--- config.mk ---
export PLATFORM = sky130hd
export DESIGN_NAME = dtw_band_ctrl
export DESIGN_NICKNAME = d
export VERILOG_FILES = /design/src/rtl/dtw_pkg.sv /design/src/rtl/dtw_band_counter.sv /design/src/rtl/dtw_band_ctrl.sv
export SDC_FILE = /design/constraint.sdc
export NUM_CORES = 1
export LEC_CHECK = 0
export ABC_CLOCK_PERIOD_IN_PS = 4400
export CAP_MARGIN = 40
export CORE_MARGIN = 2
export CORE_UTILIZATION = 53
export CTS_CLUSTER_SIZE = 12
export DETAILED_ROUTE_END_ITERATION = 8
export GPL_ROUTABILITY_DRIVEN = 0
export PLACE_DENSITY = 0.91
export SYNTH_ARGS = -nofsm -noshare
export SYNTH_HDL_FRONTEND = slang
export SYNTH_SLANG_ARGS = --single-unit
export TNS_END_PERCENT = 20
--- constraint.sdc ---
create_clock -name clk -period 4.4 [get_ports clk]
set_input_delay 0.44 -clock clk [delete_from_list [all_inputs] [get_ports clk]]
set_output_delay 0.44 -clock clk [all_outputs]
set_load 0.05 [all_outputs]
--- src/rtl/dtw_pkg.sv ---
// Shared DTW definitions: sequencer state encodings, default geometry and the INF cost value.
package dtw_pkg;

  localparam int DTW_N    = 16;
  localparam int DTW_R    = 2;
  localparam int DTW_PIPE = 2;
  localparam int COST_W   = 16;

  // Saturated "unreachable" cost the PE substitutes for missing neighbours.
  localparam logic [COST_W-1:0] COST_INF = '1;

  localparam logic [2:0] ST_IDLE  = 3'd0;
  localparam logic [2:0] ST_LOAD  = 3'd1;
  localparam logic [2:0] ST_RUN   = 3'd2;
  localparam logic [2:0] ST_DRAIN = 3'd3;
  localparam logic [2:0] ST_DONE  = 3'd4;

endpackage

--- src/rtl/dtw_band_counter.sv ---
// Row/slot counters for the band walk; exposes the upcoming slot's column and band flags
// so the controller can register them, plus a last-slot flag for the current slot.
module dtw_band_counter #(
  parameter int N      = 16,
  parameter int R      = 2,
  parameter int ADDR_W = $clog2(N)
) (
  input  logic              clk,
  input  logic              rst_n,
  input  logic              clear,
  input  logic              adv,
  output logic              last_slot,
  output logic [ADDR_W-1:0] nxt_ref,
  output logic [ADDR_W-1:0] nxt_qry,
  output logic              nxt_cell_valid,
  output logic              nxt_row_start,
  output logic              nxt_first_row,
  output logic              nxt_first_col,
  output logic              nxt_last_cell
);

  localparam int W  = 2 * R + 1;
  localparam int KW = (W > 1) ? $clog2(W) : 1;
  localparam int JW = ((ADDR_W > KW) ? ADDR_W : KW) + 2;

  localparam logic [ADDR_W-1:0]    I_LAST = ADDR_W'(N - 1);
  localparam logic [KW-1:0]        K_LAST = KW'(W - 1);
  localparam logic [JW-1:0]        R_OFF  = JW'(R);
  localparam logic [JW-1:0]        J_LAST = JW'(N - 1);
  localparam logic signed [JW-1:0] J_LIM  = JW'(N);

  logic [ADDR_W-1:0]    i_q, i_n;
  logic [KW-1:0]        k_q, k_n;
  logic [JW-1:0]        j_raw;
  logic signed [JW-1:0] j_s;

  assign last_slot = (i_q == I_LAST) && (k_q == K_LAST);

  always_comb begin
    i_n = i_q;
    k_n = k_q;
    if (clear) begin
      i_n = '0;
      k_n = '0;
    end else if (adv) begin
      if (k_q == K_LAST) begin
        k_n = '0;
        i_n = i_q + 1'b1;
      end else begin
        k_n = k_q + 1'b1;
      end
    end
  end

  always_ff @(posedge clk) begin
    if (!rst_n) begin
      i_q <= '0;
      k_q <= '0;
    end else begin
      i_q <= i_n;
      k_q <= k_n;
    end
  end

  // j = i - R + k; the extra headroom keeps negative columns distinguishable from wrap-around.
  assign j_raw = JW'(i_n) + JW'(k_n) - R_OFF;
  assign j_s   = signed'(j_raw);

  assign nxt_cell_valid = !j_s[JW-1] && (j_s < J_LIM);
  assign nxt_ref        = i_n;
  assign nxt_qry        = nxt_cell_valid ? j_raw[ADDR_W-1:0] : '0;
  assign nxt_row_start  = (k_n == '0);
  assign nxt_first_row  = nxt_cell_valid && (i_n == '0);
  assign nxt_first_col  = nxt_cell_valid && (j_raw == '0);
  assign nxt_last_cell  = nxt_cell_valid && (i_n == I_LAST) && (j_raw == J_LAST);

endmodule

--- src/rtl/dtw_band_ctrl.sv ---
// Band sequencer: on start walks W=2R+1 slots per row over N rows, then drains PIPE cycles and pulses done.
// All outputs are registered from next-state values; shift_en alone combines the live stall input.
module dtw_band_ctrl
  import dtw_pkg::*;
#(
  parameter int N      = DTW_N,
  parameter int R      = DTW_R,
  parameter int PIPE   = DTW_PIPE,
  parameter int ADDR_W = $clog2(N)
) (
  input  logic              clk,
  input  logic              rst_n,
  input  logic              start,
  input  logic              abort,
  input  logic              stall,
  output logic              busy,
  output logic              done,
  output logic [ADDR_W-1:0] ref_addr,
  output logic [ADDR_W-1:0] qry_addr,
  output logic              slot_valid,
  output logic              cell_valid,
  output logic              shift_en,
  output logic              row_start,
  output logic              first_row,
  output logic              first_col,
  output logic              last_cell
);

  localparam int DW = (PIPE > 1) ? $clog2(PIPE) : 1;
  localparam logic [DW-1:0] DRAIN_LAST = DW'(PIPE - 1);

  logic [2:0]        state_q, state_n;
  logic [DW-1:0]     drain_q;
  logic              clear, adv, last_slot, run_n;
  logic [ADDR_W-1:0] nxt_ref, nxt_qry;
  logic              nxt_cell_valid, nxt_row_start, nxt_first_row, nxt_first_col, nxt_last_cell;

  dtw_band_counter #(
    .N      (N),
    .R      (R),
    .ADDR_W (ADDR_W)
  ) u_counter (
    .clk            (clk),
    .rst_n          (rst_n),
    .clear          (clear),
    .adv            (adv),
    .last_slot      (last_slot),
    .nxt_ref        (nxt_ref),
    .nxt_qry        (nxt_qry),
    .nxt_cell_valid (nxt_cell_valid),
    .nxt_row_start  (nxt_row_start),
    .nxt_first_row  (nxt_first_row),
    .nxt_first_col  (nxt_first_col),
    .nxt_last_cell  (nxt_last_cell)
  );

  always_comb begin
    state_n = state_q;
    clear   = 1'b0;
    adv     = 1'b0;
    case (state_q)
      ST_IDLE: begin
        if (start && !abort) state_n = ST_LOAD;
      end
      ST_LOAD: begin
        clear   = 1'b1;
        state_n = ST_RUN;
      end
      ST_RUN: begin
        if (!stall) begin
          if (last_slot) state_n = (PIPE == 0) ? ST_DONE : ST_DRAIN;
          else           adv     = 1'b1;
        end
      end
      ST_DRAIN: begin
        if (drain_q == DRAIN_LAST) state_n = ST_DONE;
      end
      ST_DONE: begin
        state_n = ST_IDLE;
      end
      default: begin
        state_n = ST_IDLE;
      end
    endcase
    if (abort && (state_q != ST_IDLE)) state_n = ST_IDLE;
  end

  assign run_n = (state_n == ST_RUN);

  always_ff @(posedge clk) begin
    if (!rst_n) begin
      state_q <= ST_IDLE;
      drain_q <= '0;
    end else begin
      state_q <= state_n;
      drain_q <= (state_q == ST_DRAIN) ? drain_q + 1'b1 : '0;
    end
  end

  // Slot outputs follow the counter's upcoming slot, so a stall simply reloads identical values.
  always_ff @(posedge clk) begin
    if (!rst_n) begin
      busy       <= 1'b0;
      done       <= 1'b0;
      slot_valid <= 1'b0;
      ref_addr   <= '0;
      qry_addr   <= '0;
      cell_valid <= 1'b0;
      row_start  <= 1'b0;
      first_row  <= 1'b0;
      first_col  <= 1'b0;
      last_cell  <= 1'b0;
    end else begin
      busy       <= (state_n != ST_IDLE);
      done       <= (state_n == ST_DONE);
      slot_valid <= run_n;
      ref_addr   <= run_n ? nxt_ref : '0;
      qry_addr   <= run_n ? nxt_qry : '0;
      cell_valid <= run_n && nxt_cell_valid;
      row_start  <= run_n && nxt_row_start;
      first_row  <= run_n && nxt_first_row;
      first_col  <= run_n && nxt_first_col;
      last_cell  <= run_n && nxt_last_cell;
    end
  end

  assign shift_en = slot_valid && !stall;

endmodule

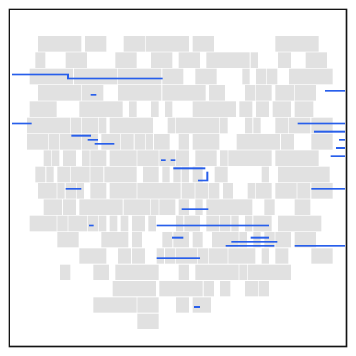
(run_1/layer_met3.png)
(6 px per µm) Cells faint in the background.
wire length on this layer	130 µm
main direction	horizontal
share of all routed wire	4.1%
nets with wire on the layer	23

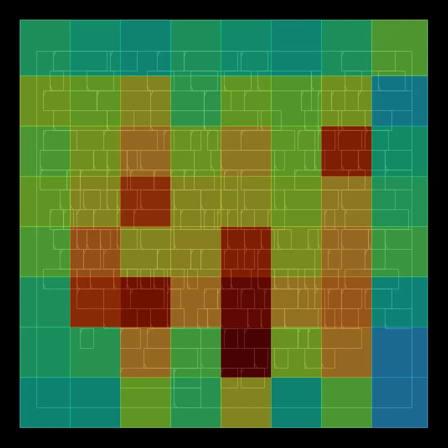
(run_1/congestion.png)
M2 GR Usage: 0.371
Total Routing Usage GR: 0.211
routing usage on met1: 0.240
GRT busiest layer: met2
Finished Core Util: 0.671

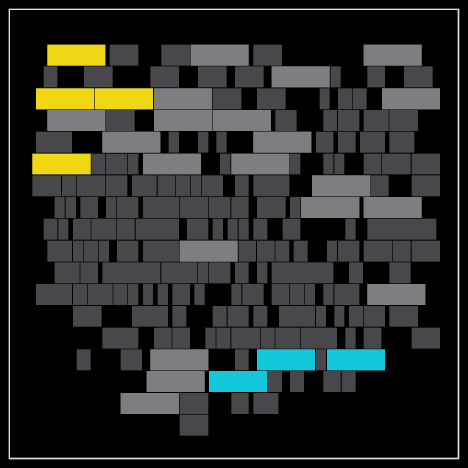
(run_1/flops_by_reg.png)
(8 px per µm)
color	signal	placed flops
yellow	qry_addr	4
cyan	u_counter.k_q	3
Seq area share: 0.320
seq pwr: 248 µW
register area: 541 µm²

==> notes.md, run 1 <==
fresh numbers from the pnr run: Latency at later pin 330 ps, initial antenna violation count 0, # diodes 0, CTS H-tree depth 1, fin crit period 4090 ps, Post-CTS Hold Buffers 0, Post-DP HPWL 2380 µm, final hold slack ~450 ps, Netlist cell types between 50 and 60, Final setup viols 0, Top-area cell share 0.378, status complete, no violations, number of global-route vias before repair 1256, dpl ws around 16 ps, Pre-antenna DRT Iters 4, starting density of the core 0.567, cell type of the slowest stage on the worst timing path or4b_1, TritonCTS clock tree done, Mapped Area about 0.0014 mm², max_cap viols 0, core area approximately 0.0025 mm², via count 1277, fin crit share 0.929, Clock buf/inv share 0.0178, Worst VDD drop approximately 210 µV
## run 1: power by group through the flow
stage / Sequential (mW) / Clock [mW] / Combinational, mW
after global routing: 0.249 / 0.122 / 0.0239
after global placement: 0.253 / 0 / 0.0217
final: 0.248 / 0.114 / 0.0221
after CTS: 0.248 / 0.113 / 0.0221
after floorplan: 0.256 / 0 / 0.0111
after detailed placement: 0.254 / 0 / 0.0220
## run 1: metrics by stage
| stage | cell area (µm²) | cells |
|---|---|---|
| 6_report | 1690 | 213 |
| 5_1_grt | 1690 | 213 |
| 2_1_floorplan | 1430 | 161 |
| 3_5_place_dp | 1660 | 209 |
| 4_1_cts | 1690 | 213 |
| 3_3_place_gp | 1660 | 209 |
## run 1: placed cells by master (no fill, tap or decap), types with 2 or more instances in the layout
cell type        count
nor3b_2              2
clkbuf_4             3
and2_1               2
a31oi_1              4
a211o_2              2
dfxtp_1             27
a211oi_1             3
nor2_1              19
a21oi_1             12
nand3_1              5
nand2_1              7
nor3_1               8
inv_1               11
clkdlybuf4s50_1     21
buf_4                3
nand2b_1             3
nor4_1               6
and3_1               2
nor4b_1              2
ha_1                 7
and4b_1              2
o21ai_0              3
## run 1: final timing paths
kind / to / slack [ps] / cells after the start
worst min-delay path: drain_q / 450 / 1
worst min register to register: drain_q / 450 / 1
worst max-delay path: last_cell / 310 / 14
worst max register to register: last_cell / 390 / 13
## run 1: cell families after synthesis
group	synth area share
AOI/OAI and AO/OA	0.145
muxes	0.0105
and+or+nand+nor	0.323
xor gates and xnor gates	0.0122
buffers and inverters	0.0568
DFF	0.378
adders and majority gates	0.0752
## run 1: routing by layer
metal / global-route usage / up-vias
li1: - / 628
met1: 0.240 / 601
met2: 0.371 / 38
met3: 0.0372 / 10
met4: 0.112 / 0
met5: 0 / -
==> run_1/layer_met1.png <==
(10 px per µm) Supply wires on this layer in gray. Cells faint in the background.
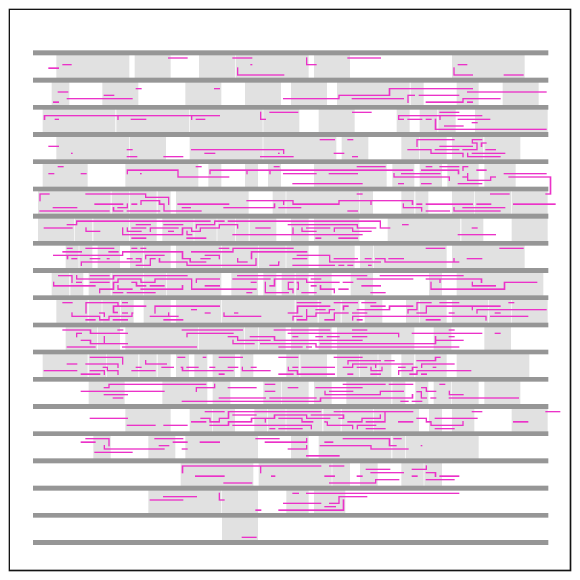

==> run 2, diff against run 1 <==
ABC_CLOCK_PERIOD_IN_PS = not set   (was 4400)
REMOVE_ABC_BUFFERS = 1   (was not set)
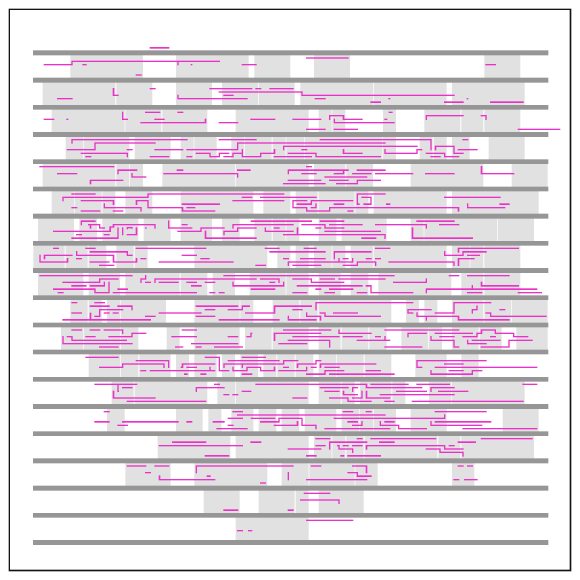
(run_2/layer_met1.png)
(10 px per µm) Supply wires on this layer in gray. Cells faint in the background.
share of all routed wire	41%
wire length on this layer	1370 µm
WL final: 3370 µm
routing usage on met1: 0.236
via count: 1269

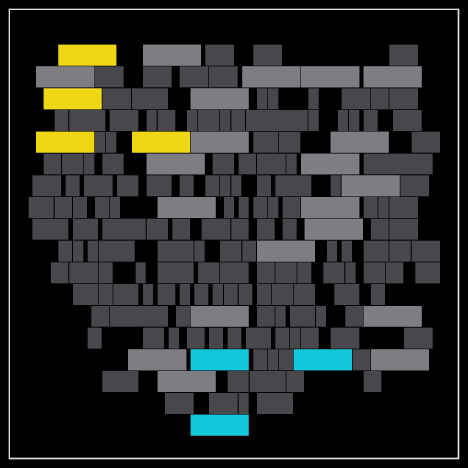
(run_2/flops_by_reg.png)
(8 px per µm)
color	signal	placed flops
yellow	qry_addr	4
cyan	u_counter.k_q	3
not colored	20
Seq area share: 0.318
Finished Core Util: 0.674

==> notes.md, run 2 <==
fresh numbers from the pnr run: status complete, no violations (unchanged), Cells on Worst Hold Path 1 (unchanged), starting density of the core 0.567 (unchanged), post-placement cell count 210 (was 209), Top cells excl fill/tap dfxtp_1 (27), clkdlybuf4s50_1 (21), nor2_1 (19) (unchanged), fin crit share 0.895 (was 0.929), initial antenna violation count 0 (unchanged), # diodes 0 (unchanged), Post-CTS Hold Buffers 0 (unchanged), Final setup viols 0 (unchanged), Worst setup endpoint last_cell (unchanged), Netlist cell types 51 (unchanged), Mapped Area 0.00143 mm² (unchanged), cell type of the slowest stage on the worst timing path or4b_1 (unchanged), CTS H-tree depth 1 (unchanged), most frequent logic cell in the layout dfxtp_1 (unchanged), Top-area cell share 0.378 (unchanged), core area 0.00252 mm² (unchanged), Non-Filler Instances 214 (was 213), max_cap viols 0 (unchanged), Synth mux share 0.0105 (unchanged), WHS Endpoint drain_q (unchanged), Reg2Reg Setup Slack 530 ps (was 390 ps), clock slew at reported path FFs 140 ps (was 160 ps), Post-DP HPWL 2590 µm (was 2380 µm), Worst R2R End last_cell (unchanged), TritonCTS clock tree done (unchanged), register area 541 µm² (unchanged), AND/OR/NAND/NOR Cells, Area Fraction 0.323 (unchanged), comb area leader simple AND/OR/NAND/NOR gates (unchanged), AO/OA Area Share 0.145 (unchanged)
## run 2: cell counts after synthesis
No cell type changed its count.
## run 2: cell type report
cell class	count	share of cell area
Multi-Input combinational cell	117	0.476
Clock buffer	3	0.0133
Clock inverter	1	0.00442
Sequential cell	27	0.318
Timing Repair Buffer	25	0.141
Inverter	11	0.0243
Tap cell	30	0.0221
## run 2: power by group through the flow
stage          Clock (mW)  Sequential, mW  Combinational, mW
2_1_floorplan           0           0.256            0.00887
3_3_place_gp            0           0.253             0.0220
3_5_place_dp            0           0.254             0.0225
4_1_cts             0.113           0.248             0.0226
5_1_grt             0.123           0.249             0.0243
6_report            0.108           0.248             0.0228
## run 2: critical path: cells and delay by family
kind | cells | cell delay, ps
xor+xnor | 1 | 190
buf+inv | 3 | 570
simple gates | 5 | 1710
fa+ha+maj | 3 | 960
compound gates | 2 | 300
## run 2: per-stage QoR
stage	utilization	hold slack (ps)	power (mW)	cell area, µm²
floorplan	-	413	0.265	1390
global placement	0.662	437	0.275	1670
detailed placement	0.662	480	0.276	1670
CTS	0.674	496	0.384	1700
global route	0.674	515	0.396	1700
finish	0.674	504	0.379	1700
## run 2: cells by family (layout without fill, tap and decap cells)
| family | after synthesis | count (layout) |
|---|---|---|
| fa+ha+maj | 8 | 8 |
| buf+inv | 17 | 40 |
| flops | 27 | 27 |
| simple gates | 74 | 74 |
| compound gates | 32 | 32 |
| xor+xnor | 2 | 2 |
| mux | 1 | 1 |
## run 2: per-layer routing
metal / vias up / global-route usage / share of wire
met3: 9 / 0.0349 / 0.034
met4: 0 / 0.126 / 0.026
met1: 601 / 0.236 / 0.41
met2: 29 / 0.415 / 0.53
met5: - / 0 / 0
li1: 630 / - / -
Power is estimated from default activity; no workload was simulated.
